**Run 1: cell classes on the final placement**

Bar = 20 um.
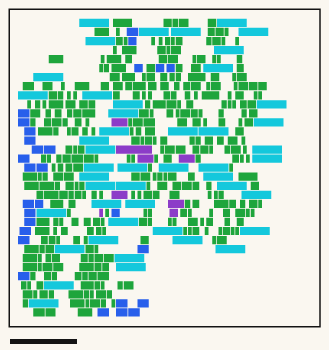
**Run 1: where the registers sit**

Bar = 20 um. Other sequential cells in the stronger grey, the rest of the logic in the fainter grey.
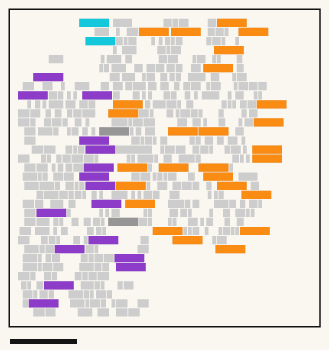
**Run 1: gate families picked out**

Bar = 20 um.
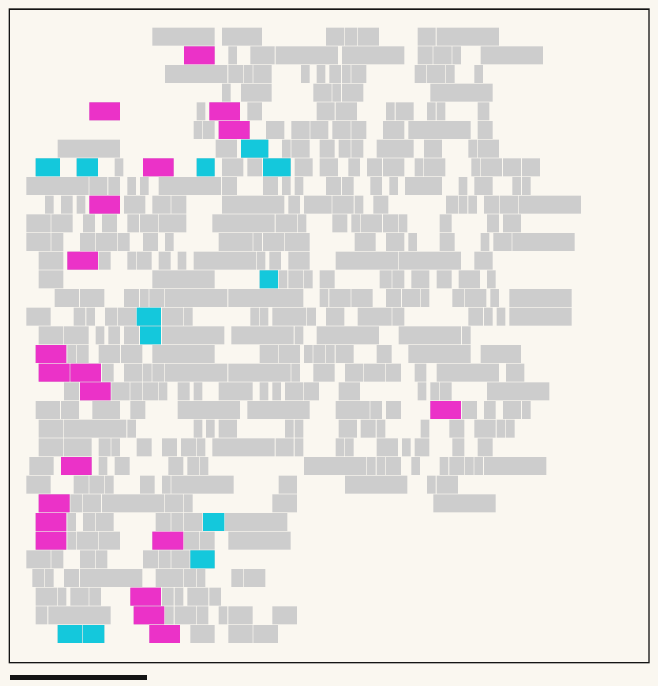
<file path="src/rtl/counter_pkg.sv">
// counter_pkg: shared FSM encoding, BCD limits and timer sizing for press_counter
package counter_pkg;
    typedef enum logic [1:0] {IDLE = 2'd0, HELD = 2'd1, REPEAT = 2'd2} state_t;
    localparam logic [3:0] DIGIT_MAX = 4'd9;
    localparam logic [3:0] DIGIT_MIN = 4'd0;
    function automatic int timer_width(input int a, input int b);
        int m;
        m = (a > b) ? a : b;
        return (m < 2) ? 1 : $clog2(m);
    endfunction
endpackage

</file>
<file path="src/rtl/bcd_digit.sv">
// bcd_digit: one BCD decade register with up/down step and ripple carry/borrow out
module bcd_digit
    import counter_pkg::*;
(
    input  logic       clock,
    input  logic       reset,
    input  logic       clear,
    input  logic       en,
    input  logic       up,
    output logic [3:0] digit,
    output logic       carry
);
    assign carry = en && (up ? digit == DIGIT_MAX : digit == DIGIT_MIN);
    always_ff @(posedge clock or posedge reset)
        if (reset)
            digit <= DIGIT_MIN;
        else if (clear)
            digit <= DIGIT_MIN;
        else if (en)
            digit <= up ? (digit == DIGIT_MAX ? DIGIT_MIN : digit + 4'd1)
                        : (digit == DIGIT_MIN ? DIGIT_MAX : digit - 4'd1);
endmodule

</file>
<file path="src/rtl/press_counter.sv">
// press_counter: debounced press/hold-repeat FSM driving a DIGITS-wide BCD up/down counter
module press_counter
    import counter_pkg::*;
#(
    parameter int DIGITS        = 4,
    parameter int HOLD_CYCLES   = 50_000_000,
    parameter int REPEAT_CYCLES = 10_000_000
) (
    input  logic                clock,
    input  logic                reset,
    input  logic                clean,
    input  logic                up,
    input  logic                clear,
    output logic [4*DIGITS-1:0] count,
    output logic                step,
    output logic                wrap
);
    localparam int TW = timer_width(HOLD_CYCLES, REPEAT_CYCLES);
    localparam logic [TW-1:0] HOLD_LAST = TW'(HOLD_CYCLES - 1);
    localparam logic [TW-1:0] REP_LAST  = TW'(REPEAT_CYCLES - 1);

    state_t        state;
    logic [TW-1:0] timer;
    logic          fire;
    logic [DIGITS:0] c;

    // release wins over expiry because fire requires clean
    assign fire = clean && (state == IDLE ||
                            (state == HELD   && timer == HOLD_LAST) ||
                            (state == REPEAT && timer == REP_LAST));
    assign c[0] = fire;

    genvar i;
    generate
        for (i = 0; i < DIGITS; i++) begin : g_digit
            bcd_digit u_digit (
                .clock (clock),
                .reset (reset),
                .clear (clear),
                .en    (c[i]),
                .up    (up),
                .digit (count[4*i +: 4]),
                .carry (c[i+1])
            );
        end
    endgenerate

    always_ff @(posedge clock or posedge reset)
        if (reset) begin
            state <= IDLE;
            timer <= '0;
            step  <= 1'b0;
            wrap  <= 1'b0;
        end else begin
            step <= fire;
            wrap <= c[DIGITS] && !clear;
            case (state)
                IDLE:
                    if (clean) begin
                        state <= HELD;
                        timer <= '0;
                    end
                HELD:
                    if (!clean) begin
                        state <= IDLE;
                        timer <= '0;
                    end else if (timer == HOLD_LAST) begin
                        state <= REPEAT;
                        timer <= '0;
                    end else
                        timer <= timer + 1'b1;
                REPEAT:
                    if (!clean) begin
                        state <= IDLE;
                        timer <= '0;
                    end else if (timer == REP_LAST)
                        timer <= '0;
                    else
                        timer <= timer + 1'b1;
                default: begin
                    state <= IDLE;
                    timer <= '0;
                end
            endcase
        end
endmodule

</file>
<file path="config.mk">
export PLATFORM = sky130hd
export DESIGN_NAME = press_counter
export DESIGN_NICKNAME = d
export VERILOG_FILES = /design/src/rtl/counter_pkg.sv /design/src/rtl/bcd_digit.sv /design/src/rtl/press_counter.sv
export SDC_FILE = /design/constraint.sdc
export NUM_CORES = 1
export LEC_CHECK = 0
export ABC_AREA = 0
export CAP_MARGIN = 20
export CORE_AREA = 2 2 91 93
export CTS_CLUSTER_DIAMETER = 40
export DETAILED_ROUTE_END_ITERATION = 12
export DIE_AREA = 0 0 93 95
export PLACE_DENSITY = 0.74
export SLEW_MARGIN = 10
export SYNTH_ARGS = -nofsm -noshare
export SYNTH_HDL_FRONTEND = slang
export SYNTH_HIERARCHICAL = 1
export SYNTH_SLANG_ARGS = --single-unit
</file>
<file path="constraint.sdc">
create_clock -name clock -period 9.4 [get_ports clock]
set_input_delay 1.88 -clock clock [delete_from_list [all_inputs] [get_ports clock]]
set_output_delay 1.88 -clock clock [all_outputs]
set_load 0.02 [all_outputs]
</file>
==> run summary, run 1 <==
This note records the results obtained with Yosys and OpenROAD.

Worst setup path
At the worst endpoint, the required time is 9.60 ns. The cell sequence reported for the critical path is clkdlybuf4s50_1 -> buf_4 -> or3b_1 -> a21oi_2 -> and2_1 -> and2_1 -> and2_1 -> nand2b_1 -> or4_1 -> o31ai_1. On the critical path the data arrives at 4.46 ns.

Per STA, the highest per-stage delay on the worst path measures 0.51 ns. The library cell appearing most often on the critical path is sky130_fd_sc_hd__and2_1. The cell with the largest stage delay on the worst path is sky130_fd_sc_hd__or4_1. STA classifies the critical path endpoint as a register.

Detailed routing
The average vias per placed instance is 5.91. In the final routing, the length of wire on met1 measures 3640 um. The detailed router placed 3,152 vias in this run. Dividing the detail-routed wire length by the instance count gives 15.1 um. The detailed-router iteration count before antenna repair is 4. Per the post-route antenna check, the number of violating nets is 0.

Routed signal wires occupy layers up through met4.

Synthesis
Sequential cells were found to cover 32.8% of the synthesized design area. The post-synth count of flops with an enable pin is 0. The synthesized design contains 46 register bits.

The yosys warning tally is 6. After synthesis, the most frequently instantiated cells are sky130_fd_sc_hd__nand2_1, sky130_fd_sc_hd__dfrtp_1, sky130_fd_sc_hd__inv_1. Yosys mapped the design onto 51 distinct sky130hd cell types. The instance tally after logic synthesis is 416. Of all flip-flops after synthesis, the portion carrying an async set or reset was 100%. The synthesis report lists the most area-consuming cells as sky130_fd_sc_hd__dfrtp_1, sky130_fd_sc_hd__ha_1, sky130_fd_sc_hd__nand2_1.

Among all flip-flop cells after synthesis, the most frequent one is sky130_fd_sc_hd__dfrtp_1.

Final timing
The shortest clock period the worst path allows after layout is 4.26 ns. Setup repair after global routing left no endpoint under its margin. The worst-case clock skew is 0.0136 ns. Headroom to the max-slew limit came out at 53.6%.

Static timing analysis puts the maximum clock frequency at 0.235 GHz. The slew at the pin closest to its max-slew limit is 0.695 ns.

Placed design
The placement report lists the number of port buffers as 22.

Global route
Entering global routing, the biggest net connects 37 pins. The number of antenna violations at the first check in global routing came to 0. The number of global-route vias before repair is 3,047. After global routing the overflow that remains totals 0. Global routing used 2.55% of the available met3 tracks.

Clocking
Per the post-CTS timing run, clock transition at the registers of the reported paths is 0.10 ns. The number of buffers created by CTS is 5. The number of hold buffers added after CTS was 0. The deepest level of the CTS H-tree is 2.

The clock root buffer is sky130_fd_sc_hd__clkbuf_8.

Layout
The biggest area consumer among cell classes is multi-input combinational cells. Non-clock inverters in the final layout number 26. The final report gives the standard cell area, fillers excluded, as 3870 sq um. The number of logic gates is 320. The most common logic cells in the final layout are sky130_fd_sc_hd__nand2_1, sky130_fd_sc_hd__dfrtp_1, sky130_fd_sc_hd__inv_1. For this run, the script counts the antenna cells in the layout as 0.

Cells with a size suffix above 1 make up 7.24% of the layout. Per the layout report, the design carries 28 non-clock buffers. The layout filler cell count is 772. Leaving out buffers and inverters, the combinational logic in the layout accounts for 2120 sq um. The data-path buffer share of cell area in the final layout is 6.85%.

Outcome
The flow ran to the end, and the final reports show no timing, DRC or antenna violations.

Die
In this run the count of I/O pins placed on the die edge is 23. The flow inserted 105 tap cells. The share of the core filled by cells before placement is 44.3%.

Power
The overall power after layout is 0.561 mW. For this design the ratio of total power to cell area is 145 nW/um^2.
-- 'cell classes on the final placement' (at the start) --
| class | colour | cells |
|---|---|---|
| clock drivers and dummy loads | purple | 8 |
| sequential cells | cyan | 46 |
| remaining buffers and delay cells | blue | 28 |
| combinational and other logic | green | 346 |

-- 'where the registers sit' (at the start) --
| netlist name | colour | sequential cells |
|---|---|---|
| g_digit.u_digit/digit | purple | 16 |
| state | cyan | 2 |
| timer | orange | 26 |

-- 'gate families picked out' (at the start) --
| family | colour | cells |
|---|---|---|
| non-inverting ao/oa cells | cyan | 12 |
| fa/ha/maj cells | magenta | 20 |
share of cell area taken by multi-input logic gates: 54.7%
most common cell after layout, fill and taps aside: sky130_fd_sc_hd__nand2_1

[run 1: logic make-up (layout without fill, tap and decap cells)]
| logic type | count (synthesis) | after routing | share of synthesized area (%) |
|---|---|---|---|
| and+or+nand+nor | 191 | 191 | 28.7 |
| DFF | 46 | 46 | 32.8 |
| buffers and inverters | 50 | 62 | 6.85 |
| muxes | 4 | 4 | 1.28 |
| AOI/OAI and AO/OA | 101 | 101 | 22.2 |
| xor gates and xnor gates | 4 | 4 | 0.998 |
| adders and majority gates | 20 | 20 | 7.13 |
[run 1: worst paths after layout]
| path | from | end | slack (ns) | depth (start not counted) |
|---|---|---|---|---|
| setup / recovery | up | g_digit[3].u_digit/digit[1] | 5.14 | 10 |
| hold / removal | timer[24] | timer[24] | 0.55 | 2 |
| setup reg to reg | timer[0] | g_digit[3].u_digit/digit[1] | 5.88 | 12 |
| hold reg to reg | timer[24] | timer[24] | 0.55 | 2 |
| max in group asynchronous | reset | timer[0] | 6.98 | 3 |
| min in group asynchronous | reset | g_digit[1].u_digit/digit[2] | 1.92 | 2 |
[run 1: registers in the layout, summed over array words and instances, names as in the netlist]
register               flops
step                       1
wrap                       1
state                      2
g_digit.u_digit/digit     16
timer                     26
[run 1: power breakdown]
part           switching [mW]  internal [mW]  leakage, nW
logic                   0.117         0.0661        0.842
registers              0.0207          0.210        0.636
clock network          0.0675         0.0794       0.0514
total                   0.205          0.355         1.53
[run 1: per-stage QoR]
| step | setup WS, ns | utilization [%] |
|---|---|---|
| after floorplan | 5.56 | - |
| after global placement | 4.91 | 47.5 |
| after detailed placement | 4.84 | 47.5 |
| after CTS | 5.15 | 48.8 |
| after global routing | 5.01 | 48.8 |
| final | 5.14 | 48.8 |
**Run 1: drive-strength map**

Bar = 20 um.
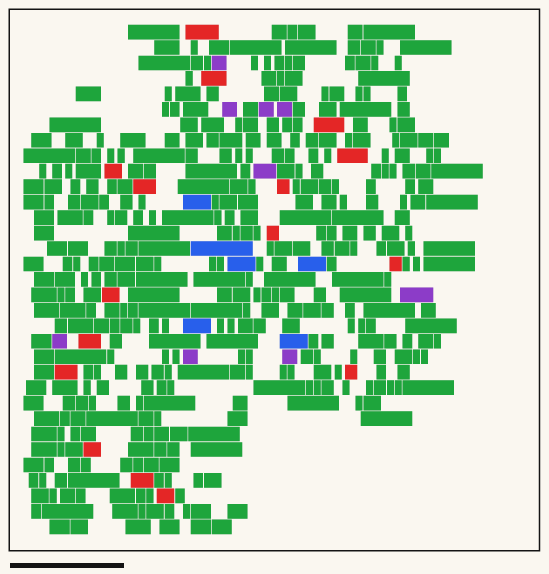

==> run 2: changes to the inputs <==
--- a/config.mk
+++ b/config.mk
@@ -11,7 +11,7 @@
 export CTS_CLUSTER_DIAMETER = 40
 export DETAILED_ROUTE_END_ITERATION = 12
 export DIE_AREA = 0 0 93 95
-export PLACE_DENSITY = 0.74
+export PLACE_DENSITY = 0.77
 export SLEW_MARGIN = 10
 export SYNTH_ARGS = -nofsm -noshare
 export SYNTH_HDL_FRONTEND = slang
==> constraint.sdc (replaced) <==
create_clock -name clock -period 3.9 [get_ports clock]
set_input_delay 0.78 -clock clock [delete_from_list [all_inputs] [get_ports clock]]
set_output_delay 0.78 -clock clock [all_outputs]
set_load 0.02 [all_outputs]
**Run 2: drive-strength map**

Bar = 20 um.
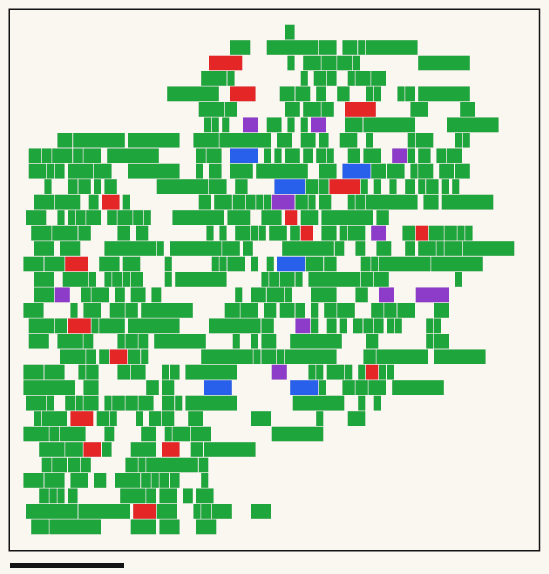
| size | colour | cells | share |
|---|---|---|---|
| _6 and larger | blue | 6 | 1.4% |
| _2 cells | red | 16 | 3.7% |
| _3 and _4 cells | purple | 10 | 2.3% |
| _0 and _1 cells | green | 397 | 93% |
final non-filler cell area: 3860 sq um
area growth from synthesis to layout: 10.2%
Plain + repair buffers: 30
crit path setup slack, layout: 0.478 ns

==> run 2 against run 1 <==
Effect of this change: critical path type is now register to register; clock skew fell by 0.0035 ns; sequential cell count did not move; non-clock buffer count rose by 2; die area did not move; sequential power rose by 140%.
==> run summary, run 2 <==
This note records the results obtained with Yosys and OpenROAD.

Power
The power density over the cells came to 338 nW/um^2 (+130%). The overall power after layout is 1.31 mW (+130%). The internal power summed over all cells is 0.805 mW (+130%). The group drawing the most power is sequential cells. The combinational power is 0.463 mW (+150%). The switching share of power is 38.4% (+1.7 points). The register share of total power is 42.5% (+1.4 points). The part of the total power dissipated in combinational logic is 35.4% (+2.7 points).

The clock share of power is 22.1% (-4.1 points).

Layout
The largest registers in the layout are timer x26, g_digit.u_digit/digit x16, state x2. By area, multi-input combinational cells come first. The number of logic gates was 320 (unchanged). The register with the most flip-flops in the final layout is timer. The data-path buffer share of cell area in the final layout is 7.45% (+0.60 points).

The antenna diode count is 0 (unchanged). The fraction of layout instances using a drive strength above 1 is 7.46% (+0.22 points). The combinational fraction of the cell area is 54.8% (+0.11 points). The layout filler cell count is 751 (-2.7%).

Die
The share of the core filled by cells before placement is 44.3% (unchanged).

Global route
The maximum number of pins on one net before global-route repair came to 27 (-27%). The number of global-route vias before repair is 3,233 (+6.1%). The number of antenna violations at the first check in global routing is 0 (unchanged).

Detailed routing
The detail-routed net length per standard cell is 15.1 um (+0.62%). The count of antenna-violating nets left after detailed routing came to 0 (unchanged). The average vias per placed instance is 6.00 (+1.4%). The via count was 3,202 (+1.6%).

Placed design
The count of port buffers added during placement is 22 (unchanged).

Clocking
The count of hold-fix buffers inserted at cts is 0 (unchanged). The deepest level of the CTS H-tree came to 2 (unchanged). Looking at the clock tree report, the root buffer type is sky130_fd_sc_hd__clkbuf_8.

Synthesis
The number of library cell types mapped by synthesis came to 51 (unchanged). The area fraction in mux cells is 1.28% (unchanged). The fraction of the yosys area taken by sequential cells is 32.8% (unchanged). The instance tally after logic synthesis is 416 (unchanged). For this run, the leading register cell type out of synthesis is sky130_fd_sc_hd__dfrtp_1. The xor-xnor portion of the synthesized cell area is 0.999% (unchanged). The AND-OR/OR-AND share of the synthesized area is 22.2% (unchanged). Of the combinational cells, the family taking the most area is simple AND/OR/NAND/NOR gates.

The yosys warning tally is 6 (unchanged). The register bit total from synthesis came to 46 (unchanged).

Worst setup path
The startpoint of the worst-slack reg-to-reg timing path is timer[0]. The worst path required time is 4.11 ns (-5.49 ns). The worst endpoint data arrival time is 3.63 ns (-0.83 ns). The setup slack of the most critical reg-to-reg path is 0.48 ns (-5.40 ns).

Final timing
The slew at the pin closest to its max-slew limit was 0.883 ns (+0.188 ns). Timing would allow up to 0.292 GHz. The relative max-transition margin is 41.1% (-12 points).

Hold path
In this run the most critical hold path is launched from state[1]. The hold path depth is 2 (unchanged). The endpoint of the worst hold path is state[1].

Outcome
The run finished with clean final reports.
**Run 2: gate families picked out**

Bar = 20 um.
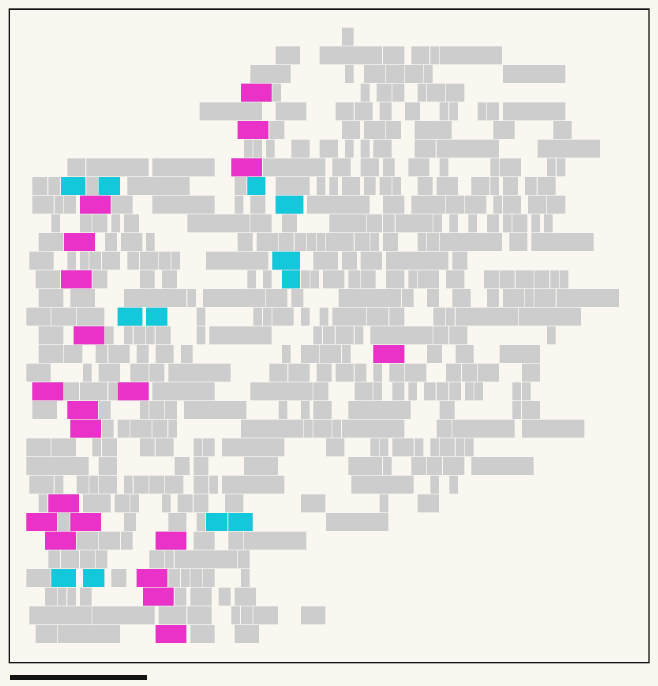
| family | colour | cells |
|---|---|---|
| fa/ha/maj cells | magenta | 20 |
| non-inverting ao/oa cells | cyan | 12 |

run 2: worst max path at each step:
stage	from	to	slack, ns	cells past startpoint
final	timer[0]	g_digit[3].u_digit/digit[1]	0.48	12
after global routing	timer[1]	g_digit[3].u_digit/digit[1]	0.03	12
after CTS	timer[0]	g_digit[3].u_digit/digit[1]	0.47	12
after detailed placement	up	g_digit[3].u_digit/digit[1]	0.46	9
after global placement	up	g_digit[3].u_digit/digit[1]	0.56	9
after floorplan	timer[0]	g_digit[3].u_digit/digit[1]	0.90	12
run 2: cells by family (layout without fill, tap and decap cells):
logic type      count (synthesis)  after routing
compound gates                101            101
buf+inv                        50             63
flops                          46             46
mux                             4              4
fa+ha+maj                      20             20
simple gates                  191            191
xor+xnor                        4              4
run 2: worst max-delay path, cell delays in order (launching register included):
cell and delay, ns:
sky130_fd_sc_hd__dfrtp_1 0.45, sky130_fd_sc_hd__ha_1 0.23, sky130_fd_sc_hd__and3_1 0.24, sky130_fd_sc_hd__nand2_1 0.15, sky130_fd_sc_hd__nor4_1 0.38, sky130_fd_sc_hd__a221oi_1 0.14, sky130_fd_sc_hd__nor2b_1 0.32, sky130_fd_sc_hd__and2_1 0.27
sky130_fd_sc_hd__and2_1 0.23, sky130_fd_sc_hd__and2_1 0.22, sky130_fd_sc_hd__nand2b_1 0.09, sky130_fd_sc_hd__or4_1 0.51, sky130_fd_sc_hd__o31ai_1 0.09
run 2: metal layers:
metal	GRT usage, %	wire, um
met5	0	0
met4	7.48	130
met3	3.19	439
met2	34.5	3960
met1	24.5	3560
run 2: through the flow:
step	area, sq um	util, %	hold slack (ns)
2_1_floorplan	3510	-	0.489
3_3_place_gp	3770	47.6	0.514
3_5_place_dp	3780	47.7	0.528
4_1_cts	3860	48.8	0.547
5_1_grt	3860	48.8	0.577
6_report	3860	48.8	0.550
No activity file was given, so power comes from the tool's default toggle rates.
